[src/rtl/stopwatch_seq.sv]
// Stopwatch sequencer: direction/digit-set FSM, 0.1 s prescaler and goal register driving an external BCD counter.
// Button pulses land one cycle later; load/step are one-cycle registered commands, no backpressure from the counter.
module stopwatch_seq #(
    parameter int TICK_DIV = 10_000_000
) (
    input  logic        clk,
    input  logic        rst_n,
    input  logic        en,
    input  logic        enter_p,
    input  logic        inc_p,
    input  logic        dir_p,
    input  logic        at_goal,
    output logic [2:0]  state,
    output logic [15:0] set_time,
    output logic        load,
    output logic [15:0] load_value,
    output logic [15:0] goal,
    output logic        step,
    output logic        dir_down,
    output logic        blank,
    output logic        done
);
    localparam int PW = $clog2(TICK_DIV);
    localparam logic [PW-1:0] P_LAST = PW'(TICK_DIV - 1);
    localparam logic [PW-1:0] P_PRE  = PW'(TICK_DIV - 2);

    typedef enum logic [2:0] {
        S_DIR       = 3'd0,
        S_SET_MIN   = 3'd1,
        S_SET_TEN   = 3'd2,
        S_SET_SEC   = 3'd3,
        S_SET_TENTH = 3'd4,
        S_RUN       = 3'd5,
        S_DONE      = 3'd6
    } state_t;

    state_t          r_state,      w_state_nxt;
    logic [15:0]     r_set_time,   w_set_nxt;
    logic [15:0]     r_goal,       w_goal_nxt;
    logic [15:0]     r_load_value, w_lv_nxt;
    logic            r_dir_down,   w_dir_nxt;
    logic            r_load,       w_load_nxt;
    logic            r_step,       w_step_nxt;
    logic [PW-1:0]   r_presc,      w_presc_nxt;
    logic            w_count;

    function automatic logic [3:0] wrap_inc(input logic [3:0] v, input logic [3:0] lim);
        return (v >= lim) ? 4'd0 : v + 4'd1;
    endfunction

    always_comb begin
        w_state_nxt = r_state;
        w_set_nxt   = r_set_time;
        w_goal_nxt  = r_goal;
        w_lv_nxt    = r_load_value;
        w_dir_nxt   = r_dir_down;
        w_load_nxt  = 1'b0;
        w_step_nxt  = 1'b0;
        w_presc_nxt = r_presc;
        w_count     = 1'b0;
        case (r_state)
            S_DIR: begin
                if (dir_p)   w_dir_nxt   = ~r_dir_down;
                if (enter_p) w_state_nxt = S_SET_MIN;
            end
            S_SET_MIN: begin
                if (inc_p)   w_set_nxt[15:12] = wrap_inc(r_set_time[15:12], 4'd1);
                if (enter_p) w_state_nxt      = S_SET_TEN;
            end
            S_SET_TEN: begin
                if (inc_p)   w_set_nxt[11:8] = wrap_inc(r_set_time[11:8], 4'd5);
                if (enter_p) w_state_nxt     = S_SET_SEC;
            end
            S_SET_SEC: begin
                if (inc_p)   w_set_nxt[7:4] = wrap_inc(r_set_time[7:4], 4'd9);
                if (enter_p) w_state_nxt    = S_SET_TENTH;
            end
            S_SET_TENTH: begin
                if (inc_p) w_set_nxt[3:0] = wrap_inc(r_set_time[3:0], 4'd9);
                if (enter_p) begin
                    w_state_nxt = S_RUN;
                    w_load_nxt  = 1'b1;
                    w_goal_nxt  = r_dir_down ? 16'h0000 : w_set_nxt;
                    w_lv_nxt    = r_dir_down ? w_set_nxt : 16'h0000;
                end
            end
            S_RUN: begin
                w_count = en && !r_load;
                if (w_count)
                    w_presc_nxt = (r_presc == P_LAST) ? '0 : r_presc + PW'(1);
                // step is issued one cycle ahead so it is visible while the prescaler sits at its last count
                if (!r_load && at_goal)
                    w_state_nxt = S_DONE;
                else if (w_count && r_presc == P_PRE)
                    w_step_nxt = 1'b1;
            end
            S_DONE: begin
                if (enter_p) begin
                    w_state_nxt = S_DIR;
                    w_set_nxt   = 16'h0000;
                    w_goal_nxt  = 16'h0000;
                    w_lv_nxt    = 16'h0000;
                    w_presc_nxt = '0;
                end
            end
            default: w_state_nxt = S_DIR;
        endcase
    end

    always_ff @(posedge clk or negedge rst_n) begin
        if (!rst_n) begin
            r_state      <= S_DIR;
            r_set_time   <= 16'h0000;
            r_goal       <= 16'h0000;
            r_load_value <= 16'h0000;
            r_dir_down   <= 1'b0;
            r_load       <= 1'b0;
            r_step       <= 1'b0;
            r_presc      <= '0;
        end else begin
            r_state      <= w_state_nxt;
            r_set_time   <= w_set_nxt;
            r_goal       <= w_goal_nxt;
            r_load_value <= w_lv_nxt;
            r_dir_down   <= w_dir_nxt;
            r_load       <= w_load_nxt;
            r_step       <= w_step_nxt;
            r_presc      <= w_presc_nxt;
        end
    end

    assign state      = r_state;
    assign set_time   = r_set_time;
    assign load       = r_load;
    assign load_value = r_load_value;
    assign goal       = r_goal;
    assign step       = r_step;
    assign dir_down   = r_dir_down;
    assign blank      = (r_state == S_DIR);
    assign done       = (r_state == S_DONE);
endmodule

[config.mk]
export PLATFORM = sky130hd
export DESIGN_NAME = stopwatch_seq
export DESIGN_NICKNAME = d
export VERILOG_FILES = /design/src/rtl/stopwatch_seq.sv
export SDC_FILE = /design/constraint.sdc
export NUM_CORES = 1
export LEC_CHECK = 0
export CAP_MARGIN = 30
export CELL_PAD_IN_SITES_DETAIL_PLACEMENT = 0
export CELL_PAD_IN_SITES_GLOBAL_PLACEMENT = 2
export CORE_UTILIZATION = 37
export CTS_CLUSTER_DIAMETER = 200
export DETAILED_ROUTE_END_ITERATION = 7
export PLACE_DENSITY_LB_ADDON = 0.1
export SETUP_SLACK_MARGIN = 0.1
export SYNTH_ARGS = -nofsm -noshare
export SYNTH_HDL_FRONTEND = slang
export SYNTH_SLANG_ARGS = --single-unit
export TNS_END_PERCENT = 10
[constraint.sdc]
create_clock -name clk -period 3.05 [get_ports clk]
set_input_delay 0.305 -clock clk [delete_from_list [all_inputs] [get_ports clk]]
set_output_delay 0.305 -clock clk [all_outputs]
set_load 0.01 [all_outputs]
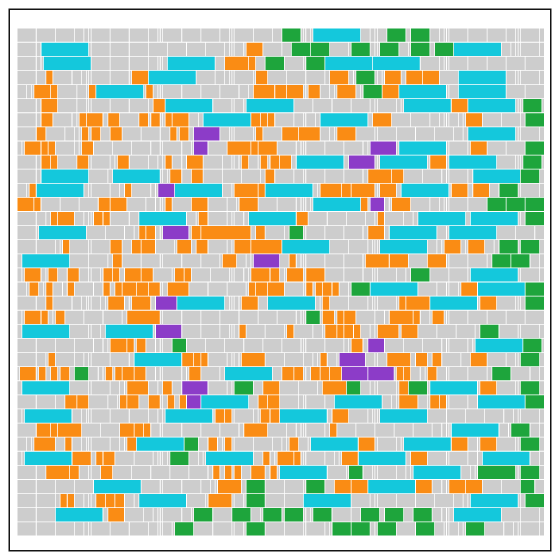
Fig. 1. Cells colored by class (run 1).
Fill, decap, tap and diode cells in gray.
class	color	cells
flops	cyan	78
combinational and other logic	orange	274
other buffers and delay cells	green	71
clock drivers and dummy loads	purple	16

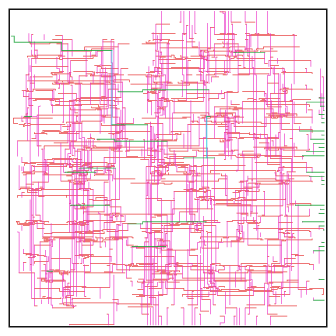
Fig. 2. Metal layers overlaid (run 1).
layer	color	wire length
metal 2	magenta	4,610 µm
metal 3	green	289 µm
metal 4	cyan	38.1 µm
metal 1	red	4,260 µm

==> results.yml, run 1 <==
# flow metrics
cells_and_area:
  regMostFlops: "r_presc"
  nNetsFinal: 455
  area_growth_pct: 25.4
  mostFrequentLayoutCell: "dfrtp_1"
  largest_reg_flops: 24
yosys:
  synthCells: 366
  ys_warn_count: 0
  top_cells_by_area: "dfrtp_1 51%, a22o_1 6.8%, ha_1 4.5%"
  simple_gate_share: 0.185
  ys_cells: 366
floorplanning:
  dieHeight_um: 104
  dieWidth_um: 104
  die-area_um2: 10800
  fp-row-count: 36
timing:
  timing.setup.tns_ns: 0
  worst_pin_slew_ns: 0.700
  setup_viol: 0
  maxSlewHeadroom: 0.531
  rsz0062_at_grt: "false"
global_route:
  antenna_found_initial: 0
placement:
  place_inst: 555
  dpl-instance-area_um2: 4640
  port_buffers: 62
critical_path:
  cp-start-kind: "flop"
  r2r_cells: 6
  cp.arrival_ns: 2.27
  worstSetupPathType: "reg -> out"
  r2r-start: "r_presc[1]$_DFFE_PN0P_"
route:
  antenna_left: 0
  drtIter0Drc: 118
  wl_per_cell_um: 16.1
  viasPerCell: 5.28
clock_network:
  clk_pin_slew_ns: 0.10
  cts_tree: "yes"
  h-tree-depth: 3
power_and_ir_drop:
  total_power_w: 0.00373
  internal-power_w: 0.00236
status:
  status: "finished clean"
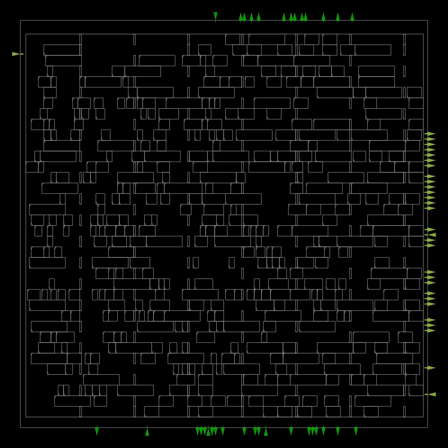
Fig. 3. Cell outlines without signal wires (run 1).
Non-Filler Instances: 572
flop count: 78
Util after Layout: 0.486
number of fill cells in the layout: 944

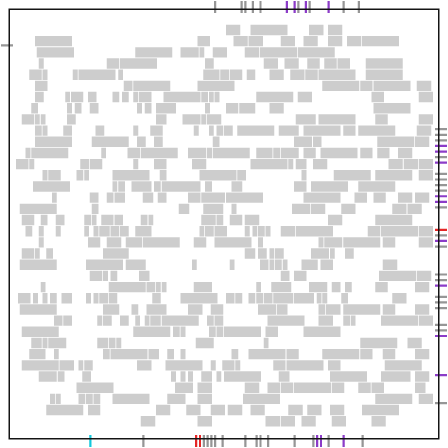
Fig. 4. Pin map (run 1).
Pins as bars across the die edge, other pins in gray.
port	color	pins	direction	edge
`done`	cyan	1	output	south
`load_value`	purple	16	output	9 east, 4 north, 3 south
`state`	red	3	output	2 south, 1 east

## run 1: worst max-delay path: cells and delay by family (launching register included)
| family | cells | cell delay, ns |
|---|---|---|
| buf+inv | 2 | 0.88 |
| flops | 1 | 0.59 |
| simple gates | 2 | 0.46 |
## run 1: synthesized netlist by cell type (2+ instances only)
library cell,instances
dfrtp_1,78
nand2_1,31
a22o_1,30
nor2_1,29
inv_1,21
o21ai_0,17
ha_1,14
xnor2_1,14
nor3_1,13
nand3_1,11
nor4_1,9
and2_1,8
a32o_1,7
clkbuf_1,7
a21oi_1,6
and3_1,6
mux2_2,5
nand4_1,5
a31oi_1,4
nor2b_1,4
buf_6,3
nand2b_1,3
a31o_2,2
buf_2,2
mux2i_1,2
nand4b_1,2
o21a_1,2
o21ai_2,2
o2bb2ai_1,2
## run 1: timing repair
action,4_1_cts,5_1_grt
gates resized,0,0
hold buffers,1,0
endpoints found under the hold margin,38,0
setup endpoints to repair,0,0
## run 1: cell type report
class	count	area [µm²]	area share
multi-input combinational	253	1750	0.362
sequential	78	1950	0.403
timing repair buffer	71	701	0.145
clock buffer	10	138	0.0284
inverter	21	78.8	0.0163
clock inverter	6	51.3	0.0106
tap	133	166	0.0344
## run 1: layer usage
metal,track usage,part of all wire,up-vias
met5,0,0,-
met4,0.0510,0.0041,0
met3,0.0345,0.031,4
met2,0.303,0.50,54
met1,0.239,0.46,1499
li1,-,-,1462
## run 1: power groups by stage
stage | clock (W) | combinational [W] | sequential, W
2_1_floorplan | 0 | 0.000700 | 0.00161
3_5_place_dp | 0 | 0.00143 | 0.00158
3_3_place_gp | 0 | 0.00141 | 0.00157
4_1_cts | 0.000782 | 0.00144 | 0.00156
5_1_grt | 0.000823 | 0.00158 | 0.00161
6_report | 0.000757 | 0.00142 | 0.00156
Fig. 5: run 1, clock wires, drivers and flops
Scale bar: 20 µm.
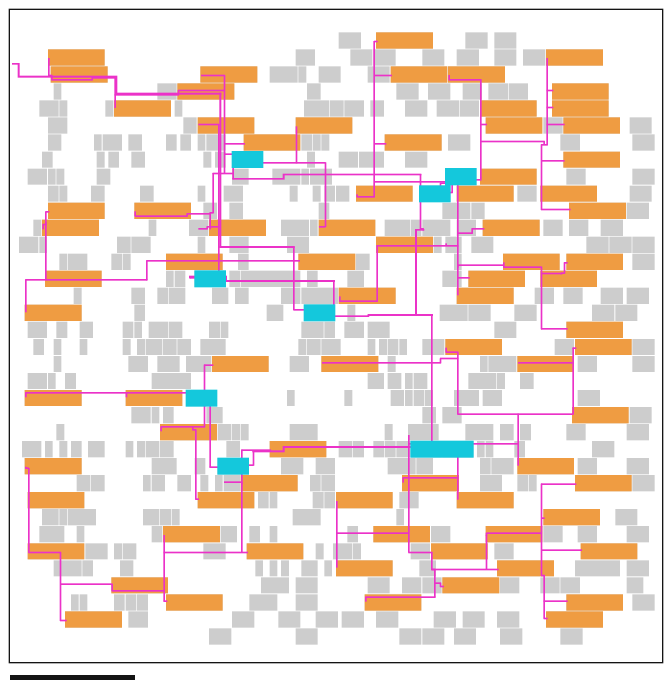

==> inputs of run 2 (changes only) <==
--- a/config.mk
+++ b/config.mk
@@ -8,7 +8,7 @@
 export CAP_MARGIN = 30
 export CELL_PAD_IN_SITES_DETAIL_PLACEMENT = 0
 export CELL_PAD_IN_SITES_GLOBAL_PLACEMENT = 2
-export CORE_UTILIZATION = 37
+export CORE_UTILIZATION = 31
 export CTS_CLUSTER_DIAMETER = 200
 export DETAILED_ROUTE_END_ITERATION = 7
 export PLACE_DENSITY_LB_ADDON = 0.1
==> constraint.sdc (replaced) <==
create_clock -name clk -period 2.2 [get_ports clk]
set_input_delay 0.22 -clock clk [delete_from_list [all_inputs] [get_ports clk]]
set_output_delay 0.22 -clock clk [all_outputs]
set_load 0.01 [all_outputs]
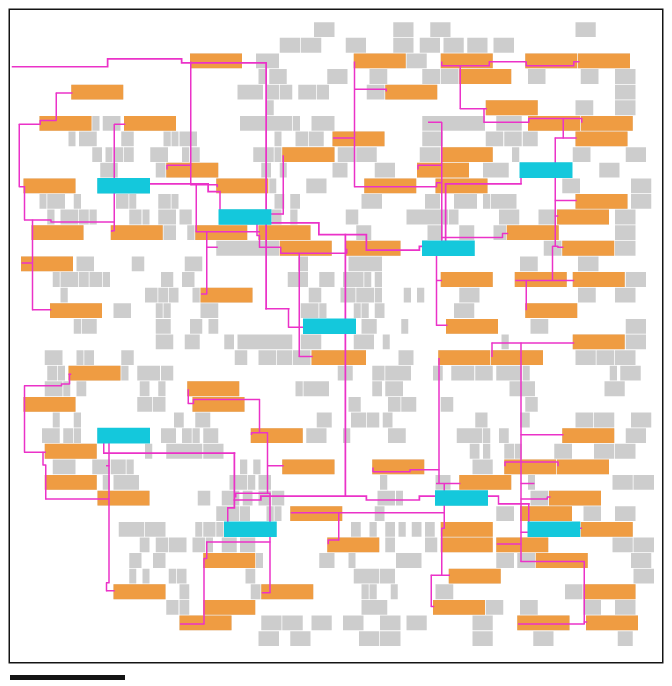
Fig. 6. Clock wires, drivers and flops (run 2).
Scale bar: 20 µm.
[clock wires] magenta | length: 1,180 µm
[flip-flops] orange | count: 78
[clock drivers] cyan | count: 9
routed clock nets	10
flops lie	widely spread

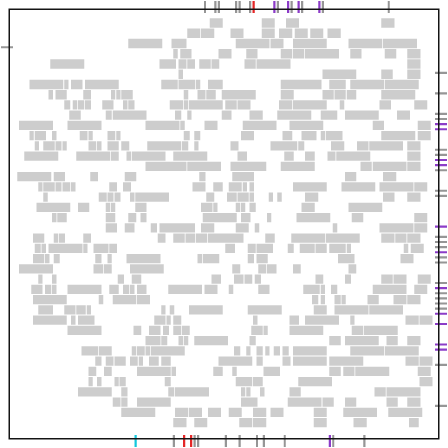
Fig. 7. Pin map (run 2).
Pins as bars across the die edge, other pins in gray.
port	color	pins	direction	edge
`state`	red	3	output	2 south, 1 north
`done`	cyan	1	output	south
`load_value`	purple	16	output	11 east, 4 north, 1 south
all pins by edge	32 east, 16 north, 14 south, 1 west

==> run 2 against run 1 <==
Final cell count increased by 8.6%. Non-clock buffer count rose by 14. Sequential share of layout area fell by 2.3 points. Core utilization decreased by 6.1 points. Total power grew 56%. Clock skew decreased by 0.0089 ns. Critical endpoint is now blank.
==> results.yml, run 2 <==
# flow metrics
status:
  status: "finished clean"
global_route:
  antenna_found_initial: 0
  grt_util_all_layers: 0.167
clock_network:
  cts-root-buf: "clkbuf_16"
  h-tree-depth: 3
  clock_latency_ns: 0.34
  cts_tree: "yes"
  cts_resized: 1
  holdBufCountCts: 1
  clk_pin_slew_ns: 0.06
cells_and_area:
  antenna_cells: 0
  mostFrequentLayoutCell: "dfrtp_1"
  regMostFlops: "r_presc"
  area_growth_pct: 33.0
  nNetsFinal: 469
  final_core_util: 0.426
  largest_reg_flops: 24
route:
  wl_per_cell_um: 15.8
  viasPerCell: 4.88
  antenna_left: 0
  drtIter0Drc: 111
timing:
  maxSlewHeadroom: 0.662
  rsz0062_at_grt: "true"
  worst_pin_slew_ns: 0.501
  setup_viol: 0
  timing.setup.tns_ns: 0
yosys:
  simple_gate_share: 0.185
  synthMostInstantiatedCell: "dfrtp_1"
  syn_area_um2: 3860
  top_cells_by_area: "dfrtp_1 51%, a22o_1 6.8%, ha_1 4.5%"
  synthCells: 366
  ys_cells: 366
  ys_seq_share: 0.506
  ys_warn_count: 0
  synth_chip_area_um2: 3860
  top_cells_by_count: "78 x dfrtp_1, 31 x nand2_1, 30 x a22o_1"
critical_path:
  r2r_cells: 6
  path_buffers: 2
  cp-start-kind: "flop"
  worstSetupPathType: "reg -> out"
  r2r-start: "r_presc[1]$_DFFE_PN0P_"
  cp.arrival_ns: 1.79
  crit_chain: "buf_4 -> nor3_2 -> clkdlybuf4s50_1"
power_and_ir_drop:
  total_power_w: 0.00583
  p_per_area_nw_per_um2: 1140
floorplanning:
  dieHeight_um: 114
  dieWidth_um: 114
  fp-row-count: 40
  die-area_um2: 12900
placement:
  port_buffers: 62
## run 2: cell counts after synthesis
Identical to the previous run, type by type.
## run 2: power by group
group          internal, W  leakage, nW  switching [W]  total (W)
sequential         0.00178         1.02       0.000411    0.00219
clock              0.00100        0.153       0.000617    0.00162
combinational      0.00110         1.05       0.000922    0.00202
total              0.00388         2.22        0.00195    0.00583
## run 2: final cells by class
type | count | area (µm²)
fillers | 1211 | 6930
clock buffers | 10 | 229
multi-input cells | 253 | 1760
well taps | 168 | 210
repair buffers | 85 | 806
flip-flops and latches | 78 | 1950
clock inverters | 6 | 93.8
inverters | 21 | 78.8
## run 2: per-stage QoR
step / area, µm² / instances / worst slack (ns) / hold WS (ns)
final: 5130 / 621 / 0.193 / 0.399
after global routing: 5130 / 621 / 0.0797 / 0.436
after CTS: 5130 / 621 / 0.0452 / 0.401
after detailed placement: 4790 / 604 / 0.105 / 0.228
after global placement: 4790 / 604 / 0.163 / 0.230
after floorplan: 3860 / 366 / 0.394 / -0.0756
## run 2: per-layer routing
metal  up-vias  part of all wire  wire, µm  global-route usage
li1       1492                 -         -                   -
met1      1478              0.47      4640               0.215
met2        50              0.48      4710               0.269
met3        11             0.033       327              0.0457
met4         0             0.016       156              0.0596
met5         -                 0         0                   0
## run 2: how the worst max path moves through the flow
stage / slack [ns] / to / depth (start not counted)
floorplan: 0.39 / set_time[12]$_DFFE_PN0P_ / 5
global placement: 0.16 / r_presc[8]$_DFFE_PN0P_ / 6
detailed placement: 0.11 / r_presc[8]$_DFFE_PN0P_ / 6
CTS: 0.05 / done / 4
global route: 0.08 / r_presc[0]$_DFFE_PN0P_ / 6
finish: 0.19 / blank / 3
Power figures rest on the tool's default switching activity, not on a simulated workload.
